File: src/rtl/jtoutrun_pal_dma.sv
// Palette DMA: copies colour words from a source RAM into palette RAM during vblank,
// fading each 5-bit channel on the way and yielding to CPU palette accesses.
module jtoutrun_pal_dma #(
    parameter int AW  = 11,
    parameter int SAW = 12
) (
    input  logic           clk,
    input  logic           rst,
    input  logic           LVBL,
    input  logic           start,
    input  logic [SAW-1:0] src_base,
    input  logic [AW-1:0]  dst_base,
    input  logic [AW-1:0]  len,
    input  logic [4:0]     level,
    output logic           src_cs,
    output logic [SAW-1:0] src_addr,
    input  logic [15:0]    src_data,
    input  logic           src_ok,
    input  logic           cpu_pal_cs,
    output logic [12:0]    pal_addr,
    output logic [15:0]    pal_dout,
    output logic [1:0]     pal_we,
    output logic           busy,
    output logic           done
);

    localparam logic [2:0] ST_IDLE   = 3'd0;
    localparam logic [2:0] ST_WAITVB = 3'd1;
    localparam logic [2:0] ST_READ   = 3'd2;
    localparam logic [2:0] ST_WRITE  = 3'd3;
    localparam logic [2:0] ST_DONE   = 3'd4;

    function automatic logic [4:0] fade_ch(input logic [4:0] c, input logic [4:0] lvl);
        logic [9:0] prod;
        prod = 10'(c) * 10'(lvl);
        return 5'(prod >> 4);
    endfunction

    // Channel = {nibble, lsb}; lsb bits live in [14:12], shadow bit 15 passes through.
    function automatic logic [15:0] fade_word(input logic [15:0] w, input logic [4:0] lvl);
        logic [4:0] r;
        logic [4:0] g;
        logic [4:0] b;
        r = fade_ch({w[3:0],  w[12]}, lvl);
        g = fade_ch({w[7:4],  w[13]}, lvl);
        b = fade_ch({w[11:8], w[14]}, lvl);
        return {w[15], b[0], g[0], r[0], b[4:1], g[4:1], r[4:1]};
    endfunction

    logic [2:0]     state_q,    state_d;
    logic [SAW-1:0] src_base_q, src_base_d;
    logic [AW-1:0]  dst_base_q, dst_base_d;
    logic [AW-1:0]  len_q,      len_d;
    logic [4:0]     lvl_q,      lvl_d;
    logic [AW-1:0]  cnt_q,      cnt_d;
    logic           src_cs_q,   src_cs_d;
    logic [SAW-1:0] src_addr_q, src_addr_d;
    logic [AW-1:0]  pal_idx_q,  pal_idx_d;
    logic [15:0]    pal_dout_q, pal_dout_d;
    logic           busy_q,     busy_d;
    logic           done_q,     done_d;
    logic [AW-1:0]  cnt_nxt_s;

    assign cnt_nxt_s = cnt_q + AW'(1);

    // Transfer sequencing and next-state computation
    always_comb begin
        state_d    = state_q;
        src_base_d = src_base_q;
        dst_base_d = dst_base_q;
        len_d      = len_q;
        lvl_d      = lvl_q;
        cnt_d      = cnt_q;
        src_cs_d   = src_cs_q;
        src_addr_d = src_addr_q;
        pal_idx_d  = pal_idx_q;
        pal_dout_d = pal_dout_q;
        busy_d     = busy_q;
        done_d     = 1'b0;
        case (state_q)
            ST_IDLE: begin
                if (start) begin
                    src_base_d = src_base;
                    dst_base_d = dst_base;
                    len_d      = len;
                    lvl_d      = (level > 5'd16) ? 5'd16 : level;
                    cnt_d      = '0;
                    busy_d     = 1'b1;
                    state_d    = ST_WAITVB;
                end else begin
                    state_d    = ST_IDLE;
                end
            end
            ST_WAITVB: begin
                if (!LVBL) begin
                    state_d    = ST_READ;
                    src_cs_d   = 1'b1;
                    src_addr_d = src_base_q + SAW'(cnt_q);
                end else begin
                    state_d    = ST_WAITVB;
                end
            end
            ST_READ: begin
                if (src_ok) begin
                    src_cs_d   = 1'b0;
                    pal_dout_d = fade_word(src_data, lvl_q);
                    pal_idx_d  = dst_base_q + cnt_q;
                    state_d    = ST_WRITE;
                end else begin
                    src_cs_d   = 1'b1;
                end
            end
            ST_WRITE: begin
                // Vblank is only re-checked here, so a word already in flight always completes
                if (!cpu_pal_cs) begin
                    if (cnt_q == len_q) begin
                        done_d  = 1'b1;
                        state_d = ST_DONE;
                    end else begin
                        cnt_d = cnt_nxt_s;
                        if (!LVBL) begin
                            state_d    = ST_READ;
                            src_cs_d   = 1'b1;
                            src_addr_d = src_base_q + SAW'(cnt_nxt_s);
                        end else begin
                            state_d    = ST_WAITVB;
                        end
                    end
                end else begin
                    state_d = ST_WRITE;
                end
            end
            ST_DONE: begin
                busy_d  = 1'b0;
                state_d = ST_IDLE;
            end
            default: begin
                state_d  = ST_IDLE;
                src_cs_d = 1'b0;
                busy_d   = 1'b0;
            end
        endcase
    end

    // State and output registers
    always_ff @(posedge clk or posedge rst) begin
        if (rst) begin
            state_q    <= ST_IDLE;
            src_base_q <= '0;
            dst_base_q <= '0;
            len_q      <= '0;
            lvl_q      <= 5'd0;
            cnt_q      <= '0;
            src_cs_q   <= 1'b0;
            src_addr_q <= '0;
            pal_idx_q  <= '0;
            pal_dout_q <= 16'h0000;
            busy_q     <= 1'b0;
            done_q     <= 1'b0;
        end else begin
            state_q    <= state_d;
            src_base_q <= src_base_d;
            dst_base_q <= dst_base_d;
            len_q      <= len_d;
            lvl_q      <= lvl_d;
            cnt_q      <= cnt_d;
            src_cs_q   <= src_cs_d;
            src_addr_q <= src_addr_d;
            pal_idx_q  <= pal_idx_d;
            pal_dout_q <= pal_dout_d;
            busy_q     <= busy_d;
            done_q     <= done_d;
        end
    end

    // Write enable reacts to the CPU in the same cycle so the CPU never loses a slot
    assign pal_we   = (state_q == ST_WRITE && !cpu_pal_cs) ? 2'b11 : 2'b00;
    assign pal_addr = {{(13-AW){1'b0}}, pal_idx_q};
    assign pal_dout = pal_dout_q;
    assign src_cs   = src_cs_q;
    assign src_addr = src_addr_q;
    assign busy     = busy_q;
    assign done     = done_q;

endmodule

File: config.mk
export PLATFORM = sky130hd
export DESIGN_NAME = jtoutrun_pal_dma
export DESIGN_NICKNAME = d
export VERILOG_FILES = /design/src/rtl/jtoutrun_pal_dma.sv
export SDC_FILE = /design/constraint.sdc
export NUM_CORES = 1
export LEC_CHECK = 0
export CAP_MARGIN = 20
export CORE_AREA = 10 10 129 131
export DETAILED_ROUTE_END_ITERATION = 7
export DIE_AREA = 0 0 139 141
export PLACE_DENSITY_LB_ADDON = 0.08
export SYNTH_ARGS = -nofsm -noshare
export SYNTH_HDL_FRONTEND = slang
export SYNTH_SLANG_ARGS = --single-unit
File: constraint.sdc
create_clock -name clk -period 5.3 [get_ports clk]
set_input_delay 0.795 -clock clk [delete_from_list [all_inputs] [get_ports clk]]
set_output_delay 0.795 -clock clk [all_outputs]
set_load 0.005 [all_outputs]
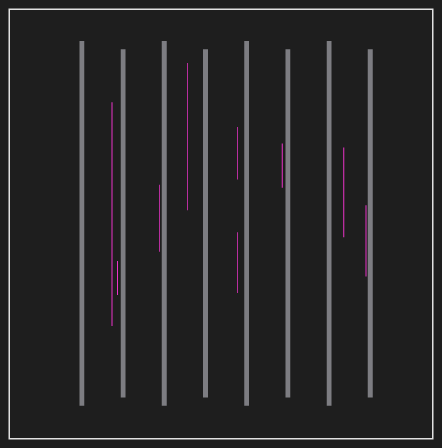
Run 1: the metal 4 layer
Supply wires on this layer in grey.
The wires run mostly vertical. 7 nets have wire on it. The longest straight run is 73.4 um. The layer carries 258 um of wire. The layer holds 1.5% of the routed length.
post-detailed-routing wire length: 17.7 mm
total via count in the routed design: 5818

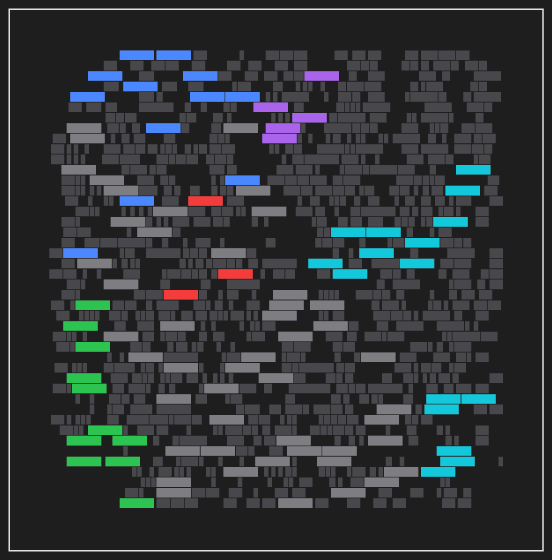
Run 1: where the registers sit
Key: red = state_q [flops 3]; green = len_q [flops 11, where bottom left]; blue = src_addr [flops 12]; purple = lvl_q [flops 5, where top middle]; cyan = pal_dout [flops 16]
Another 48 sequential cells are not coloured.

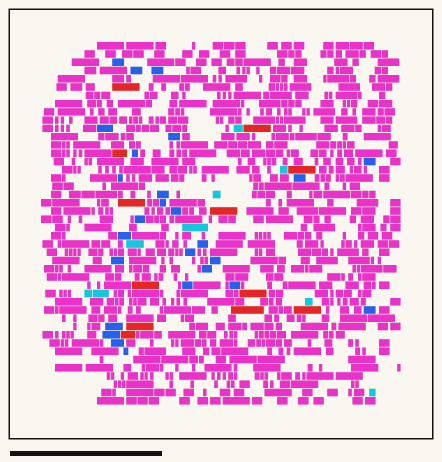
Run 1: cell sizes after repair
The bar under the picture is 50 um long.
Key: blue = _2 cells [cells 26]; cyan = _3 and _4 cells [cells 9]; magenta = _0 and _1 cells [cells 841]; red = _6 and larger [cells 12]

==> results.cfg, run 1 <==
; flow metrics
[status]
status = finished, final reports clean

[cells_and_area]
post_layout_nonfiller_instances = 1072
fin_util_pct = 60.7
nNonClkBuffers = 107
largest_cell_class_by_area = logic gates

[worst_setup_path]
worst_r2r_startpoint = lvl_q[4]
critPathKind = primary input to flip-flop

[yosys]
synth_cells = 798

[global_routing]
grt.total_usage_pct = 18.1
grt_antenna_before_repair = 0

[sta]
fraction_of_the_cycle_the_final_worst_path_needs_pct = 78.3
maxSlewViolCount = 0

[pwr]
swShare_pct = 41.0
comb_pwr_mw = 2.34

[detailed_routing]
wl_met3_um = 767

[cts]
clock_sinks = 95
clock_tree.buffer_depth = 2

[floorplanning]
placementRows = 44

[placed_design]
port-buffer-count = 104

[min_path]
hold_path_end = pal_dout[15]
## Run 2: what changed since run 1
--- a/config.mk
+++ b/config.mk
@@ -6,9 +6,9 @@
 export NUM_CORES = 1
 export LEC_CHECK = 0
 export CAP_MARGIN = 20
-export CORE_AREA = 10 10 129 131
+export CORE_AREA = 10 10 131 133
 export DETAILED_ROUTE_END_ITERATION = 7
-export DIE_AREA = 0 0 139 141
+export DIE_AREA = 0 0 141 143
 export PLACE_DENSITY_LB_ADDON = 0.08
 export SYNTH_ARGS = -nofsm -noshare
 export SYNTH_HDL_FRONTEND = slang
==> constraint.sdc (replaced) <==
create_clock -name clk -period 3.8 [get_ports clk]
set_input_delay 0.57 -clock clk [delete_from_list [all_inputs] [get_ports clk]]
set_output_delay 0.57 -clock clk [all_outputs]
set_load 0.005 [all_outputs]
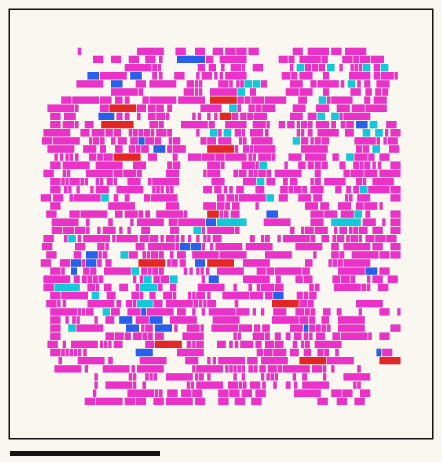
Run 2: cell sizes after repair
The bar under the picture is 50 um long.
Layout Area Growth over Synthesis: 23.9%
Final Worst Setup Slack: 0.0854 ns
Final Instance Area: 8900 um2

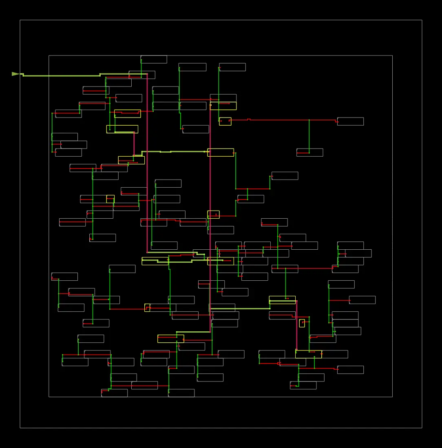
Run 2: the clock network
CTS buffer count: 9
clock latency on the worst-skew pair: 0.35 ns

==> run 2 against run 1 <==
Clock skew about the same; synthesized cell count unchanged; non-clock buffer count is 32 higher; critical path type unchanged; highest routed layer unchanged.
==> results.cfg, run 2 <==
; flow metrics
[status]
status = finished, final reports clean

[placed_design]
port-buffer-count = 104
placed_cells_incl_taps = 1088
place_hpwl_mm = 14.6

[yosys]
synth_chip_area_um2 = 7180
netlist.top_cell.by_area = dfrtp_1
ys_types = 66
yosysWarningCount = 0
synth-main-ff-cell = dfrtp_1
synth_cells = 798

[detailed_routing]
total_via_count_in_the_routed_design = 6061
antenna_left = 0
drtPass1Iterations = 5
drt_wl_total_mm = 18.8
wl_met3_mm = 1.01

[global_routing]
grt_antenna_before_repair = 0
grt.met3_usage_pct = 4.41
grt_first_pass_wirelength_mm = 31.2
grt.total_usage_pct = 18.8

[cells_and_area]
largest_cell_class_by_area = logic gates
post_layout_nonfiller_instances = 1103
fraction_of_standard_cell_area_that_is_sequential_pct = 26.7
nNonClkBuffers = 139
fin_util_pct = 61.7

[pwr]
swShare_pct = 41.2
pg_seq_mw = 1.82
comb_pwr_mw = 3.62

[worst_setup_path]
worst_r2r_startpoint = lvl_q[4]
critPathKind = primary input to flip-flop

[sta]
maxSlewViolCount = 0
fraction_of_the_cycle_the_final_worst_path_needs_pct = 97.8
unrepaired_setup_endpoints_after_global_routing = yes
final.min_clock_period_ns = 3.71
fin_setup_tns_ns = 0

[cts]
postCtsResizedCells = 2
clock-root-buffer = clkbuf_16
clock_sinks = 95
tritoncts = done
clock_tree.buffer_depth = 2

[floorplanning]
floorplan_core_density_pct = 49.8
placementRows = 44

[min_path]
hold_path_end = pal_dout[15]
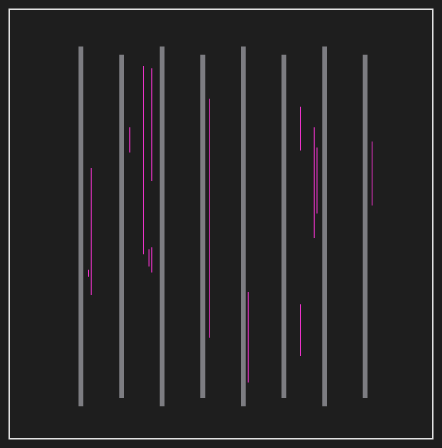
Run 2: the metal 4 layer
Supply wires on this layer in grey.
12 nets have wire on it. The wires run mostly vertical. The layer holds 2.1% of the routed length.

